File: src/rtl/systolic_pkg.sv
`default_nettype none
// ============================================================================
//  Package     : systolic_pkg
//  Description : Shared types and sizing helpers for the weight-stationary
//                systolic matrix-vector engine.
//                  state_t  - controller state encoding
//                  lat(n)   - vector latency in cycles (accept edge to y_out)
//                  cnt_w(n) - width of the in-flight vector counter
//  Revision    : 1.0 - parametrised N x N successor of the fixed 4x4 array
// ============================================================================
package systolic_pkg;

  typedef enum logic [1:0] {
    IDLE  = 2'd0,
    LOAD  = 2'd1,
    RUN   = 2'd2,
    DRAIN = 2'd3
  } state_t;

  function automatic int lat(input int n);
    return 2 * n;
  endfunction

  // Counter must hold 0..lat(n) inclusive.
  function automatic int cnt_w(input int n);
    return $clog2(2 * n + 1);
  endfunction

endpackage
`default_nettype wire

File: src/rtl/systolic_pe.sv
`default_nettype none
// ============================================================================
//  Module      : systolic_pe
//  Description : One processing element of the weight-stationary array.
//                Holds a weight, forwards the activation one column to the
//                right and the partial sum one row down, each registered.
//                  psum_out <= psum_in + a_in * weight   (mod 2^ACC_W)
//  Ports       : clk, rst        - clock, synchronous active-high reset
//                w_load, w_in    - weight register load strobe / value
//                a_in, a_out     - activation in from left / out to right
//                psum_in,psum_out- partial sum in from above / out below
//  Config      : SYSTOLIC_SIGNED_EN - when defined, a and weight are two's
//                complement and the product is sign-extended to ACC_W;
//                otherwise both are zero-extended.
//  Revision    : 1.0 - initial release
// ============================================================================
module systolic_pe #(
  parameter int DATA_W = 8,
  parameter int ACC_W  = 16
) (
  input  logic              clk,
  input  logic              rst,
  input  logic              w_load,
  input  logic [DATA_W-1:0] w_in,
  input  logic [DATA_W-1:0] a_in,
  input  logic [ACC_W-1:0]  psum_in,
  output logic [DATA_W-1:0] a_out,
  output logic [ACC_W-1:0]  psum_out
);

  logic [DATA_W-1:0] weight;
  logic [ACC_W-1:0]  a_ext;
  logic [ACC_W-1:0]  w_ext;

  // Extending both operands to ACC_W before multiplying makes the low ACC_W
  // bits of the product equal the true 2*DATA_W product extended to ACC_W.
`ifdef SYSTOLIC_SIGNED_EN
  assign a_ext = {{(ACC_W-DATA_W){a_in[DATA_W-1]}}, a_in};
  assign w_ext = {{(ACC_W-DATA_W){weight[DATA_W-1]}}, weight};
`else
  assign a_ext = {{(ACC_W-DATA_W){1'b0}}, a_in};
  assign w_ext = {{(ACC_W-DATA_W){1'b0}}, weight};
`endif

  always_ff @(posedge clk) begin
    if (rst) begin
      weight   <= '0;
      a_out    <= '0;
      psum_out <= '0;
    end else begin
      if (w_load) weight <= w_in;
      a_out    <= a_in;
      psum_out <= psum_in + a_ext * w_ext;
    end
  end

endmodule
`default_nettype wire

File: src/rtl/systolic_mm_array.sv
`default_nettype none
// ============================================================================
//  Module      : systolic_mm_array
//  Description : N x N weight-stationary systolic matrix-vector engine.
//                y[j] = sum_i a[i]*W[i][j] mod 2^ACC_W. Weights load one row
//                per cycle; activation vectors stream in unskewed, are skewed
//                internally and results are deskewed so each y vector
//                appears in one cycle, 2*N cycles after acceptance.
//  Ports       : clk, rst            - clock, synchronous active-high reset
//                w_valid/w_ready     - weight row handshake (reload request
//                                      while running)
//                w_data              - weight row, element j at j*DATA_W
//                in_valid/in_ready   - activation vector handshake
//                a_in                - activation vector, element i at i*DATA_W
//                out_valid, y_out    - one-cycle result strobe / result vector
//                busy                - high in LOAD, RUN and DRAIN
//  Config      : SYSTOLIC_SIGNED_EN selects signed arithmetic in the PEs.
//  Revision    : 1.0 - parametrised N x N successor of the fixed 4x4 array
// ============================================================================
module systolic_mm_array
  import systolic_pkg::*;
#(
  parameter int N      = 4,
  parameter int DATA_W = 8,
  parameter int ACC_W  = 16
) (
  input  logic                clk,
  input  logic                rst,
  input  logic                w_valid,
  output logic                w_ready,
  input  logic [N*DATA_W-1:0] w_data,
  input  logic                in_valid,
  output logic                in_ready,
  input  logic [N*DATA_W-1:0] a_in,
  output logic                out_valid,
  output logic [N*ACC_W-1:0]  y_out,
  output logic                busy
);

  localparam int LAT = lat(N);
  localparam int CW  = cnt_w(N);
  localparam int RW  = $clog2(N);

  state_t         state, state_nxt;
  logic [RW-1:0]  row_cnt;
  logic [CW-1:0]  in_flight;
  logic [LAT-1:0] vpipe;
  logic           w_fire, in_fire;
  logic [N-1:0]   row_load;

  logic [DATA_W-1:0] a_link    [N][N];
  logic [DATA_W-1:0] a_unused  [N];
  logic [ACC_W-1:0]  psum_link [N+1][N];
  logic [ACC_W-1:0]  col_aligned [N];

  assign w_fire  = w_valid && w_ready;
  assign in_fire = in_valid && in_ready;

  // ---------------- controller ----------------
  always_ff @(posedge clk) begin
    if (rst) state <= IDLE;
    else     state <= state_nxt;
  end

  always_comb begin
    state_nxt = state;
    w_ready   = 1'b0;
    in_ready  = 1'b0;
    busy      = 1'b1;
    case (state)
      IDLE: begin
        w_ready = 1'b1;
        busy    = 1'b0;
        if (w_valid) state_nxt = LOAD;
      end
      LOAD: begin
        w_ready = 1'b1;
        if (w_valid && row_cnt == RW'(N-1)) state_nxt = RUN;
      end
      RUN: begin
        in_ready = 1'b1;
        // Reload request: w_valid is not consumed here, only noted.
        if (w_valid) state_nxt = DRAIN;
      end
      DRAIN: begin
        if (in_flight == '0) state_nxt = IDLE;
      end
      default: state_nxt = IDLE;
    endcase
  end

  always_ff @(posedge clk) begin
    if (rst) begin
      row_cnt <= '0;
    end else if (w_fire) begin
      row_cnt <= (row_cnt == RW'(N-1)) ? '0 : row_cnt + RW'(1);
    end
  end

  // Decrement coincides with the edge that raises out_valid, so at most LAT
  // vectors are ever counted.
  always_ff @(posedge clk) begin
    if (rst) begin
      in_flight <= '0;
    end else begin
      case ({in_fire, vpipe[LAT-1]})
        2'b10:   in_flight <= in_flight + CW'(1);
        2'b01:   in_flight <= in_flight - CW'(1);
        default: in_flight <= in_flight;
      endcase
    end
  end

  always_ff @(posedge clk) begin
    if (rst) begin
      vpipe     <= '0;
      out_valid <= 1'b0;
    end else begin
      vpipe     <= {vpipe[LAT-2:0], in_fire};
      out_valid <= vpipe[LAT-1];
    end
  end

  // ---------------- input skew: row i delayed by i+1 registers ----------------
  for (genvar i = 0; i < N; i++) begin : g_row
    logic [DATA_W-1:0] skew [i+1];

    assign row_load[i] = w_fire && (row_cnt == RW'(i));

    always_ff @(posedge clk) begin
      if (rst) begin
        for (int k = 0; k <= i; k++) skew[k] <= '0;
      end else begin
        // Bubbles inject zeros so idle wavefronts carry no stale data.
        skew[0] <= in_fire ? a_in[i*DATA_W +: DATA_W] : '0;
        for (int k = 1; k <= i; k++) skew[k] <= skew[k-1];
      end
    end

    assign a_link[i][0] = skew[i];
  end

  for (genvar j = 0; j < N; j++) begin : g_top
    assign psum_link[0][j] = '0;
  end

  // ---------------- PE grid ----------------
  for (genvar i = 0; i < N; i++) begin : g_pe_row
    for (genvar j = 0; j < N; j++) begin : g_pe_col
      if (j == N-1) begin : g_last
        systolic_pe #(.DATA_W(DATA_W), .ACC_W(ACC_W)) u_pe (
          .clk      (clk),
          .rst      (rst),
          .w_load   (row_load[i]),
          .w_in     (w_data[j*DATA_W +: DATA_W]),
          .a_in     (a_link[i][j]),
          .psum_in  (psum_link[i][j]),
          .a_out    (a_unused[i]),
          .psum_out (psum_link[i+1][j])
        );
      end else begin : g_mid
        systolic_pe #(.DATA_W(DATA_W), .ACC_W(ACC_W)) u_pe (
          .clk      (clk),
          .rst      (rst),
          .w_load   (row_load[i]),
          .w_in     (w_data[j*DATA_W +: DATA_W]),
          .a_in     (a_link[i][j]),
          .psum_in  (psum_link[i][j]),
          .a_out    (a_link[i][j+1]),
          .psum_out (psum_link[i+1][j])
        );
      end
    end
  end

  // ---------------- output deskew: column j delayed by N-1-j registers ----------------
  for (genvar j = 0; j < N; j++) begin : g_col
    if (j == N-1) begin : g_direct
      assign col_aligned[j] = psum_link[N][j];
    end else begin : g_delay
      localparam int D = N - 1 - j;
      logic [ACC_W-1:0] dly [D];

      always_ff @(posedge clk) begin
        if (rst) begin
          for (int k = 0; k < D; k++) dly[k] <= '0;
        end else begin
          dly[0] <= psum_link[N][j];
          for (int k = 1; k < D; k++) dly[k] <= dly[k-1];
        end
      end

      assign col_aligned[j] = dly[D-1];
    end
  end

  always_ff @(posedge clk) begin
    if (rst) begin
      y_out <= '0;
    end else if (vpipe[LAT-1]) begin
      for (int j = 0; j < N; j++) y_out[j*ACC_W +: ACC_W] <= col_aligned[j];
    end
  end

endmodule
`default_nettype wire

File: config.mk
export PLATFORM = sky130hd
export DESIGN_NAME = systolic_mm_array
export DESIGN_NICKNAME = d
export VERILOG_FILES = /design/src/rtl/systolic_pkg.sv /design/src/rtl/systolic_pe.sv /design/src/rtl/systolic_mm_array.sv
export SDC_FILE = /design/constraint.sdc
export NUM_CORES = 2
export LEC_CHECK = 0
export CAP_MARGIN = 20
export CORE_UTILIZATION = 35
export CTS_BUF_LIST = sky130_fd_sc_hd__clkbuf_8
export DETAILED_ROUTE_END_ITERATION = 10
export SLEW_MARGIN = 5
export SYNTH_ARGS = -nofsm -noshare
export SYNTH_HDL_FRONTEND = slang
export SYNTH_SLANG_ARGS = --single-unit
File: constraint.sdc
create_clock -name clk -period 4.73 [get_ports clk]
set_input_delay 0.7095 -clock clk [delete_from_list [all_inputs] [get_ports clk]]
set_output_delay 0.7095 -clock clk [all_outputs]
set_load 0.02 [all_outputs]
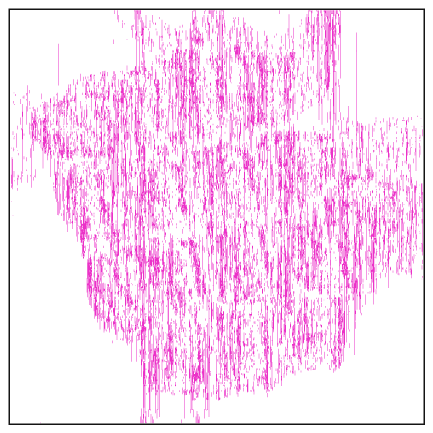
m2.png
Drawn at 1 px/um.
- main direction: vertical
- nets with wire on the layer: 6507

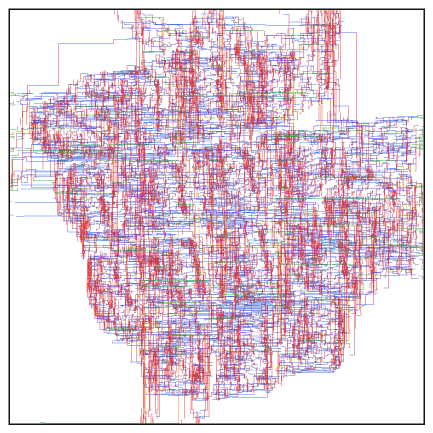
layers.png
Drawn at 1 px/um.
- red: M2 (wire length 59.5 mm)
- orange: M4 (wire length 2660 um)
- blue: M1 (wire length 61.7 mm)
- green: M3 (wire length 4640 um)

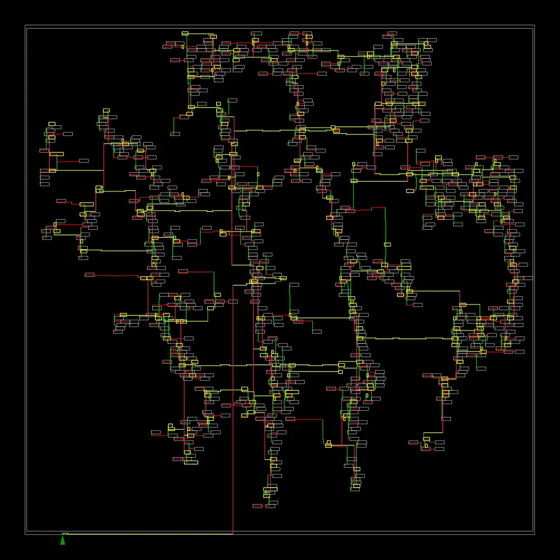
clock_nets.png
clkbuf count: 161
CTS sink count: 737
Worst Skew: 0.0507 ns

[registers in the layout, indices dropped and copies added (netlist names), 2 cells and up]
name and cells:
state 2, g_pe_row.g_pe_col.g_last.u_pe.psum_out 64, g_pe_row.g_pe_col.g_mid.u_pe.a_out 96, vpipe 8, g_row.skew 80, in_flight 4
row_cnt 2, g_pe_row.g_pe_col.g_mid.u_pe.weight 96, g_pe_row.g_pe_col.g_mid.u_pe.psum_out 192, y_out 64, g_pe_row.g_pe_col.g_last.u_pe.weight 32, g_col.g_delay.dly 96
[kinds of logic after synthesis]
kind of cell,share of synthesized area (%)
flops,24.9
fa+ha+maj,37.3
buf+inv,9.99
xor+xnor,2.10
mux,1.25
simple gates,18.6
compound gates,5.90
==> impl_metrics.tcl <==
# collected from the flow reports
set metrics [dict create \
    coreArea_um2 168000 \
    timing.fmax_mhz 222 \
    first_iter_violations 1729 \
    final.hold.worst_slack_ns 0.334 \
    worstReg2RegEnd "g_pe_row[0].g_pe_col[3].g_last.u_pe.psum_out[14]" \
    power_per_cell_area_nw_per_um2 213 \
    hold_buffers 0 \
    post-route-util_pct 39.4 \
    place_congestion 0.876 \
    p_clk_share_pct 45.7 \
    topCellsByArea "fa_1, dfxtp_1, ha_1, inv_1, and2_1" \
    setup_viol 0 \
    wl_um 129000 \
    n_fill_cell 16735 \
    worst-setup-path-type "register to register" \
    ys.flops 737 \
    finalHoldViolCount 0 \
    n_tap_cell 2204 \
    grt_busiest_layer "met2" \
    power.share.switching_pct 27.1 \
    rr_worst_depth 14 \
    power_leader "sequential cells" \
    synth_area_per_cell_um2 8.96 \
    synthesis.instances 6611 \
    clock_area_share_pct 4.41 \
    final.signal_inverter_count 1382 \
    wl_met3_um 4640 \
    dr.pass1.iters 5 \
    final_cell_count_no_fill 9056 \
    ff_latch_area_um2 14800 \
    syn2layout_area_growth_pct 11.4 \
    grt_pass1_wl_um 216000 \
    cts_tree "built" \
    grt_usage_pct 15.5 \
    fp-row-count 150 \
    min_path_type "input port to register" \
    cts_max_path_buffers 3 \
    p_clk_uw 6410 \
    seqPwrFrac_pct 47.6 \
    bufAreaShareNonClock_pct 2.69 \
    h-tree-depth 4 \
    seq_share_pct 22.4 \
    seq-power_uw 6690 \
    critPathLaunch "g_pe_row[0].g_pe_col[2].g_mid.u_pe.a_out[4]" \
    grt_antenna_before_repair 8 \
    wl_per_cell_um 14.2 \
    period_needed_ns 4.50 \
    internal_power_uw 10200 \
    n_all_buffers 183 \
    ctsResizeCount 0 \
    layout_top_cell "inv_1" \
    outcome "finished clean" \
    fp_nets 7999 \
    synthTopCellsByCount "inv_1, nand2_1, fa_1, dfxtp_1, and2_1" \
    fin_tns_setup_ns 0 \
    vias 40785 \
    arrival_ns 5.23 \
    whs_path_depth 2 \
    ys_cells 6611 \
    clock-root-buffer "clkbuf_8" \
    synth_top_area_share_pct 25.2 \
    critPathBufInv 2 \
    die_h_um 413 \
    synth.distinct_cells 62 \
    drtAntennaViolNets 0 \
    floorplan.core_util_pct 35.4 \
    use_met2_pct 26.1 \
    cp.required_ns 5.46 \
    dp.cells 8806 \
    leakage_uw 0.0322 \
    ys_seq_share_pct 24.9 \
    wl_met2_um 59500 \
    gr-usage-met1_pct 20.6 \
    drc 0 \
    logic_area_um2 38600 \
    layout-drive-gt1-share_pct 4.13 \
    met3_usage_pct 2.26 \
    start_kind "register" \
    tool_warnings 44 \
    logic_gate_count 4300 \
    final_cell_mix "inv_1, nand2_1, fa_1, dfxtp_1, and2_1" \
    drv_cap 0 \
    cpPeakStageDelay_ns 0.56 \
    comb_power_share_pct 6.7 \
    grt_max_degree 132 \
    path_max_fanout 8 \
    yosys.area.top_type "fa_1" \
    cts_made_buffers 136 \
    synth_dominant_cell_count "inv_1" \
    path_clk_slew_ns 0.06 \
    hold_start "rst" \
    grt.overflow.total 0 \
    switchingPower_uw 3800 \
    async_reset_ff_share_pct 0 \
    ys_warn_count 0 \
    rr_startpoint "g_pe_row[0].g_pe_col[2].g_mid.u_pe.a_out[4]" \
    fin_nets 8128 \
    diodes 6 \
    worstPathCellList "and2_1 > fa_1 > fa_1 > fa_1 > inv_1 > fa_1 > inv_1 > ha_1 > a21o_1 > a21o_1 > a21o_1 > a21o_1 > a221oi_2 > mux2_1" \
    finalInstanceArea_um2 66000 \
    ff_type "dfxtp_1" \
    clk_latency_ns 0.87 \
    r2r_setup_slack_ns 0.23 \
    dpl-instance-area_um2 63100 \
    top_layer_used "met4" \
    vdd_drop_max_uv 264 \
    port-buffer-count 135 \
    largest_class "combinational gates" \
    dp_hpwl_um 105000 \
    pin_count 136 \
    total_power_uw 14000 \
    drt-met1-wl_um 61700 \
    final_max_slew_viol_count 0 \
    preCtsSetupSlack_ns 0.160 \
    comb_area_share_pct 58.5 \
    endpoint_kind "register" \
    viasPerCell 4.50 \
    crit_family "adder cells" \
    p_comb_uw 944 \
    rsz0062_at_grt "no" \
    setup_slack_ns 0.233 \
    relSlewSlack_pct 29.5 \
    cp_num_cells 14 \
    fin_crit_sh_pct 95.1 \
    die_width_um 413 \
]
